<file path="src/rtl/stepper_pkg.sv">
// rtl/stepper_pkg.sv - shared state encoding and direction constants for the step generator
// Contents: state_e (IDLE, ACCEL, RUN, DECEL), FWD/REV direction levels.
package stepper_pkg;

   typedef enum logic [1:0] {
      IDLE  = 2'd0,
      ACCEL = 2'd1,
      RUN   = 2'd2,
      DECEL = 2'd3
   } state_e;

   localparam logic FWD = 1'b1;
   localparam logic REV = 1'b0;

endpackage

</file>
<file path="src/rtl/stepper_step_gen_if.sv">
// rtl/stepper_step_gen_if.sv - move-command handshake between command source and step generator
// Signals: cmd_valid, cmd_ready, cmd_steps[STEPS_W], cmd_dir, cmd_period[PERIOD_W].
// master = command source, slave = step generator.
interface stepper_step_gen_if #(
   parameter int STEPS_W  = 24,
   parameter int PERIOD_W = 16
);
   logic                cmd_valid;
   logic                cmd_ready;
   logic [STEPS_W-1:0]  cmd_steps;
   logic                cmd_dir;
   logic [PERIOD_W-1:0] cmd_period;

   modport master (output cmd_valid, cmd_steps, cmd_dir, cmd_period, input cmd_ready);
   modport slave  (input cmd_valid, cmd_steps, cmd_dir, cmd_period, output cmd_ready);
endinterface

</file>
<file path="src/rtl/step_tick_div.sv">
// rtl/step_tick_div.sv - free-running TICK_DIV prescaler producing a one-cycle tick strobe
// Ports: clk, rst (sync, active high), restart_i (zero the count), tick_o (high while count==TICK_DIV-1).
module step_tick_div #(
   parameter int TICK_DIV = 27
) (
   input  logic clk,
   input  logic rst,
   input  logic restart_i,
   output logic tick_o
);
   localparam int CW = (TICK_DIV > 1) ? $clog2(TICK_DIV) : 1;
   localparam logic [CW-1:0] LAST = CW'(TICK_DIV - 1);

   logic [CW-1:0] cnt_q, cnt_d;

   always_comb begin
      cnt_d = (cnt_q == LAST) ? '0 : cnt_q + CW'(1);
      if (restart_i) begin
         cnt_d = '0;
      end
   end

   always_ff @(posedge clk) begin
      if (rst) begin
         cnt_q <= '0;
      end else begin
         cnt_q <= cnt_d;
      end
   end

   assign tick_o = (cnt_q == LAST);
endmodule

</file>
<file path="src/rtl/stepper_step_gen.sv">
// rtl/stepper_step_gen.sv - step-pulse generator executing move commands, optional trapezoidal ramp
// Optional feature macro: STEP_RAMP_EN (ACCEL/DECEL ramp); undefined = constant-period moves.
// Ports: clk, rst (sync, active high); cmd (stepper_step_gen_if.slave: valid/ready/steps/dir/period);
//   stop (abort level); rotate_pulse (toggles per step); direction (latched cmd_dir);
//   module_enable/busy (move active); done (1-cycle end pulse); position (signed step count).
module stepper_step_gen
   import stepper_pkg::*;
#(
   parameter int TICK_DIV     = 27,
   parameter int PERIOD_W     = 16,
   parameter int STEPS_W      = 24,
   parameter int POS_W        = 32,
   parameter int START_PERIOD = 20000,
   parameter int RAMP_DEC     = 200
) (
   input  logic                    clk,
   input  logic                    rst,
   stepper_step_gen_if.slave       cmd,
   input  logic                    stop,
   output logic                    rotate_pulse,
   output logic                    direction,
   output logic                    module_enable,
   output logic                    busy,
   output logic                    done,
   output logic signed [POS_W-1:0] position
);
   localparam logic [PERIOD_W-1:0] ONE_P = PERIOD_W'(1);

   state_e              state_q, state_d;
   logic [STEPS_W-1:0]  rem_q, rem_d;
   logic [PERIOD_W-1:0] cur_q, cur_d;
   logic [PERIOD_W-1:0] pcnt_q, pcnt_d;
   logic [PERIOD_W-1:0] cmd_cruise;
   logic                dir_q, dir_d;
   logic                rot_q, rot_d;
   logic                done_q, done_d;
   logic [POS_W-1:0]    pos_q, pos_d;
   logic                tick, accept, step_due;

`ifdef STEP_RAMP_EN
   localparam logic [PERIOD_W-1:0] START_P = PERIOD_W'(START_PERIOD);
   localparam logic [PERIOD_W-1:0] DEC_P   = PERIOD_W'(RAMP_DEC);

   logic [STEPS_W-1:0]  nacc_q, nacc_d;
   logic [PERIOD_W-1:0] cruise_q, cruise_d;

   // Slow down by one ramp increment without passing START_P; a period already
   // slower than START_P (cruise above start) is left alone.
   function automatic logic [PERIOD_W-1:0] ramp_up(input logic [PERIOD_W-1:0] p);
      if (p >= START_P) return p;
      if ((START_P - p) <= DEC_P) return START_P;
      return p + DEC_P;
   endfunction
`else
   logic unused_cfg;
   assign unused_cfg = ^{START_PERIOD, RAMP_DEC};
`endif

   assign cmd.cmd_ready = (state_q == IDLE);
   assign accept        = cmd.cmd_valid && (state_q == IDLE);
   assign cmd_cruise    = (cmd.cmd_period == '0) ? ONE_P : cmd.cmd_period;

   step_tick_div #(.TICK_DIV(TICK_DIV)) u_tick (
      .clk       (clk),
      .rst       (rst),
      .restart_i (accept),
      .tick_o    (tick)
   );

   always_comb begin
      state_d  = state_q;
      rem_d    = rem_q;
      cur_d    = cur_q;
      pcnt_d   = pcnt_q;
      dir_d    = dir_q;
      rot_d    = rot_q;
      pos_d    = pos_q;
      done_d   = 1'b0;
      step_due = 1'b0;
`ifdef STEP_RAMP_EN
      nacc_d   = nacc_q;
      cruise_d = cruise_q;
`endif
      if (state_q == IDLE) begin
         if (accept) begin
            dir_d  = cmd.cmd_dir;
            rem_d  = cmd.cmd_steps;
            pcnt_d = '0;
`ifdef STEP_RAMP_EN
            nacc_d   = '0;
            cruise_d = cmd_cruise;
            cur_d    = (cmd_cruise > START_P) ? cmd_cruise : START_P;
`else
            cur_d    = cmd_cruise;
`endif
            if (cmd.cmd_steps == '0) begin
               done_d = 1'b1;
            end else begin
`ifdef STEP_RAMP_EN
               state_d = ACCEL;
`else
               state_d = RUN;
`endif
            end
         end
      end else begin
         if (tick) begin
            if (pcnt_q == cur_q - ONE_P) begin
               step_due = 1'b1;
               pcnt_d   = '0;
            end else begin
               pcnt_d   = pcnt_q + ONE_P;
            end
         end

         if (step_due) begin
            rot_d = ~rot_q;
            pos_d = (dir_q == FWD) ? pos_q + POS_W'(1) : pos_q - POS_W'(1);
            rem_d = rem_q - STEPS_W'(1);
`ifdef STEP_RAMP_EN
            if (state_q == ACCEL) begin
               nacc_d = nacc_q + STEPS_W'(1);
               // cur_q never drops below cruise_q in ACCEL, so the difference cannot wrap
               if ((cur_q - cruise_q) <= DEC_P) begin
                  cur_d   = cruise_q;
                  state_d = RUN;
               end else begin
                  cur_d   = cur_q - DEC_P;
               end
            end else if (state_q == DECEL) begin
               cur_d = ramp_up(cur_q);
            end
`endif
         end

`ifdef STEP_RAMP_EN
         // Entering DECEL reuses the post-step period plus one increment, which mirrors
         // the last ACCEL period so the profile stays symmetric.
         if ((state_q == ACCEL || state_q == RUN) &&
             (stop || (step_due && rem_d <= nacc_d))) begin
            state_d = DECEL;
            cur_d   = ramp_up(cur_d);
            if (stop && nacc_d < rem_d) begin
               rem_d = nacc_d;
            end
         end
         if (rem_d == '0) begin
            state_d = IDLE;
            done_d  = 1'b1;
         end
`else
         if (stop || rem_d == '0) begin
            state_d = IDLE;
            done_d  = 1'b1;
         end
`endif
      end
   end

   always_ff @(posedge clk) begin
      if (rst) begin
         state_q  <= IDLE;
         rem_q    <= '0;
         cur_q    <= ONE_P;
         pcnt_q   <= '0;
         dir_q    <= REV;
         rot_q    <= 1'b0;
         done_q   <= 1'b0;
         pos_q    <= '0;
`ifdef STEP_RAMP_EN
         nacc_q   <= '0;
         cruise_q <= ONE_P;
`endif
      end else begin
         state_q  <= state_d;
         rem_q    <= rem_d;
         cur_q    <= cur_d;
         pcnt_q   <= pcnt_d;
         dir_q    <= dir_d;
         rot_q    <= rot_d;
         done_q   <= done_d;
         pos_q    <= pos_d;
`ifdef STEP_RAMP_EN
         nacc_q   <= nacc_d;
         cruise_q <= cruise_d;
`endif
      end
   end

   assign rotate_pulse  = rot_q;
   assign direction     = dir_q;
   assign busy          = (state_q != IDLE);
   assign module_enable = (state_q != IDLE);
   assign done          = done_q;
   assign position      = pos_q;
endmodule
</file>
<file path="src/flat_wrapper.sv">
// flat-port wrapper written by rule: the top's interface ports become plain ports
module stepper_step_gen_flat import stepper_pkg::*;
#(
   parameter int TICK_DIV     = 27,
   parameter int PERIOD_W     = 16,
   parameter int STEPS_W      = 24,
   parameter int POS_W        = 32,
   parameter int START_PERIOD = 20000,
   parameter int RAMP_DEC     = 200
)
  (clk, rst, stop, rotate_pulse, direction, module_enable, busy, done, position, cmd_cmd_valid, cmd_cmd_steps, cmd_cmd_dir, cmd_cmd_period, cmd_cmd_ready);
  stepper_step_gen_if #(.STEPS_W(STEPS_W), .PERIOD_W(PERIOD_W)) cmd_i ();
  input  logic clk;
  input  logic rst;
  input  logic stop;
  output logic rotate_pulse;
  output logic direction;
  output logic module_enable;
  output logic busy;
  output logic done;
  output logic signed [POS_W-1:0] position;
  input wire logic [$bits(cmd_i.cmd_valid)-1:0] cmd_cmd_valid;
  input wire logic [$bits(cmd_i.cmd_steps)-1:0] cmd_cmd_steps;
  input wire logic [$bits(cmd_i.cmd_dir)-1:0] cmd_cmd_dir;
  input wire logic [$bits(cmd_i.cmd_period)-1:0] cmd_cmd_period;
  output wire logic [$bits(cmd_i.cmd_ready)-1:0] cmd_cmd_ready;
  assign cmd_i.cmd_valid = cmd_cmd_valid;
  assign cmd_i.cmd_steps = cmd_cmd_steps;
  assign cmd_i.cmd_dir = cmd_cmd_dir;
  assign cmd_i.cmd_period = cmd_cmd_period;
  assign cmd_cmd_ready = cmd_i.cmd_ready;
  stepper_step_gen #(.TICK_DIV(TICK_DIV), .PERIOD_W(PERIOD_W), .STEPS_W(STEPS_W), .POS_W(POS_W), .START_PERIOD(START_PERIOD), .RAMP_DEC(RAMP_DEC)) u_core (.clk(clk), .rst(rst), .cmd(cmd_i), .stop(stop), .rotate_pulse(rotate_pulse), .direction(direction), .module_enable(module_enable), .busy(busy), .done(done), .position(position));
endmodule
</file>
<file path="config.mk">
export PLATFORM = sky130hd
export DESIGN_NAME = stepper_step_gen_flat
export DESIGN_NICKNAME = d
export VERILOG_FILES = /design/src/rtl/stepper_pkg.sv /design/src/rtl/stepper_step_gen_if.sv /design/src/rtl/step_tick_div.sv /design/src/rtl/stepper_step_gen.sv /design/src/flat_wrapper.sv
export SDC_FILE = /design/constraint.sdc
export NUM_CORES = 1
export LEC_CHECK = 0
export CAP_MARGIN = 25
export CORE_MARGIN = 8
export CORE_UTILIZATION = 25
export CTS_BUF_LIST = sky130_fd_sc_hd__clkbuf_4 sky130_fd_sc_hd__clkbuf_8
export DETAILED_ROUTE_END_ITERATION = 8
export HOLD_SLACK_MARGIN = 0.15
export PLACE_DENSITY = 0.49
export SETUP_SLACK_MARGIN = 0.2
export SLEW_MARGIN = 15
export SYNTH_ARGS = -nofsm -noshare
export SYNTH_HDL_FRONTEND = slang
export SYNTH_SLANG_ARGS = --single-unit
</file>
<file path="constraint.sdc">
create_clock -name clk -period 4.12 [get_ports clk]
set_clock_uncertainty 0.05 [all_clocks]
set_input_delay 0.824 -clock clk [delete_from_list [all_inputs] [get_ports clk]]
set_output_delay 0.824 -clock clk [all_outputs]
set_load 0.01 [all_outputs]
</file>
Wiring heat map:
(2 px per um) The die is cut into 36 by 36 equal tiles; white is low, dark blue is high, scaled to the fullest tile. Values are wire area over tile area, all layers added.
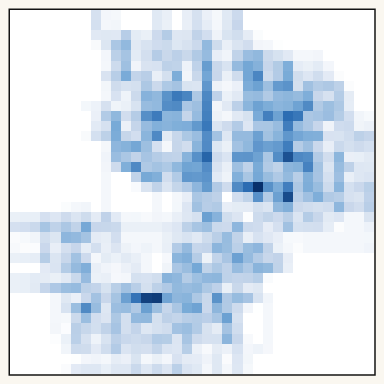
fullest tile: 0.58
nearly empty tiles: 33%
emptiest ninth of the die: south-east
tiles over half the peak: 6.4%
mean over tiles: 0.10
vias after detailed routing: 6782
detail-routed net length per standard cell: 16.2 um

Routing congestion map:
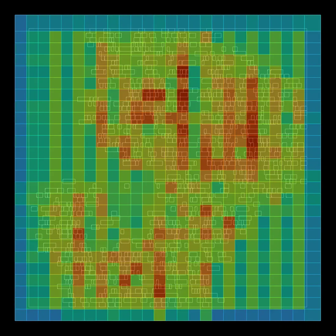
GR Layer Usage met3: 2.37%
share of the core filled with cells in the final layout: 30.6%
most congested layer reported by global routing: met2
global routing met1 resource utilization: 16.8%

==> notes.md <==
From the run reports.

- The total non-filler cell area in the finished layout reads 0.00841 mm^2.
- The non-clock inverter instance count of the final layout reads 17.
- The relative area of clock buffers and inverters in the final design reads 2.63%.
- The number of antenna violations at the first check in global routing reads 0.
- Per report_power, the Sequential row totals 1.02 mW.
- The worst hold path class reads reg2reg.
- The sequential cell area is 0.00194 mm^2.
- According to the timing report, the critical path is captured at u_core.state_q[1].
- The share of total power in combinational logic is 21.3%.
- The count of H-tree levels built during CTS is 3.
- Setup repair after global routing left no endpoint under its margin.
- The tap cell count is 346.
- The full die area reads 0.0332 mm^2.
- Once the clock tree was built, the setup fixing pass inserted 0 buffers.
- The run finished with clean final reports.
- The routed metal-1 wirelength is 10.4 mm.
- Yosys attributes the largest share of cell area to sky130_fd_sc_hd__dfxtp_1, sky130_fd_sc_hd__a21oi_1, sky130_fd_sc_hd__nand2_1.
- The pin count of the biggest net entering global routing reads 49.
- The data required time of the worst path is 4.36 ns.
- The number of cell instances on the worst register-to-register path reads 10.
- The total count of hold-check failures in the final report reads 0.
- The proportion of synthesized flip-flops having asynchronous set or reset reads 0%.
- From synthesis to final layout, the design area changed by 21.8%.
- The Yosys step of the flow raised 0 warnings.
- The reg-to-reg critical path endpoint is u_core.state_q[1].
- Timing would allow up to 263 MHz.
- The critical path goes through or4_4 -> o311a_1 -> a2111oi_2 -> nand3_1 -> or4_4 -> buf_4 -> o22a_1 -> nor4_1 -> nand3_1 -> o41a_1.
- The plain and repair buffers instantiated in the layout total 107.
- The number of buffers and inverters on the critical path is 1.
- Of the total standard cell area in the layout, the sequential portion is 23.1%.
- The leading cell type by number of instances after synthesis reads sky130_fd_sc_hd__nand2_1.
- The count of nets left with antenna violations once routing finished came out at 0.
- The pre-CTS setup slack is 0.281 ns.
- The area share of the largest cell type after synthesis reads 28.1%.
- The highest cell delay on the worst timing path is 0.59 ns.
- The combinational power reads 478 uW.
- The master cell of the clock root buffer reads sky130_fd_sc_hd__clkbuf_8.
- The area-dominant cell class after layout reads logic gates.
- The startpoint identified for the worst hold timing path is u_core.u_tick.cnt_q[0].
- The instance tally after logic synthesis reads 911.
- The layout multi-input combinational cell count reads 747.
- The count of flip-flops with a built-in enable after synthesis is 0.
- The proportion of total power due to net switching is 31.6%.
- The tool warning count for the run is 27.
- The number of max-cap violations reads 0.
- In this run, the clock network consumes 33.1% of the power.
Wires at chosen ports, followed through buffers:
(2 px per um)
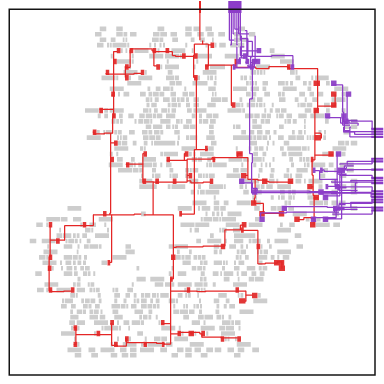
[red] rst | bits: 1 | direction: input | edge: north | end cells: 91 | buffers: 2 | wire: 1200 um
[purple] cmd_cmd_steps | bits: 24 | direction: input | edge: 17 east, 7 north | end cells: 30 | buffers: 24 | wire: 1090 um
top-level I/O count: 83
Port Buffers: 82

Logic cells by family:
(2 px per um)
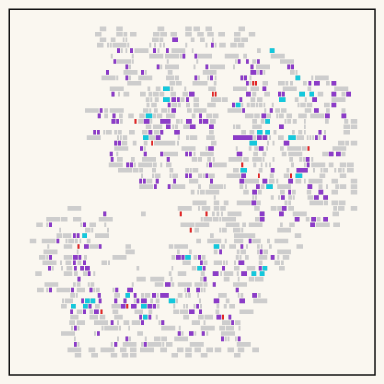
[purple] aoi and oai cells | cells: 223 | most used: a21oi_1 | where: widely spread
[cyan] non-inverting ao/oa cells | cells: 33 | most used: a21o_1
[red] inv cells | cells: 17 | most used: inv_1
final cell count without fillers: 1330
logic share of the area: 56.4%
highest-count logic cell in the final layout: sky130_fd_sc_hd__nand2_1

Power is estimated from default activity; no workload was simulated.
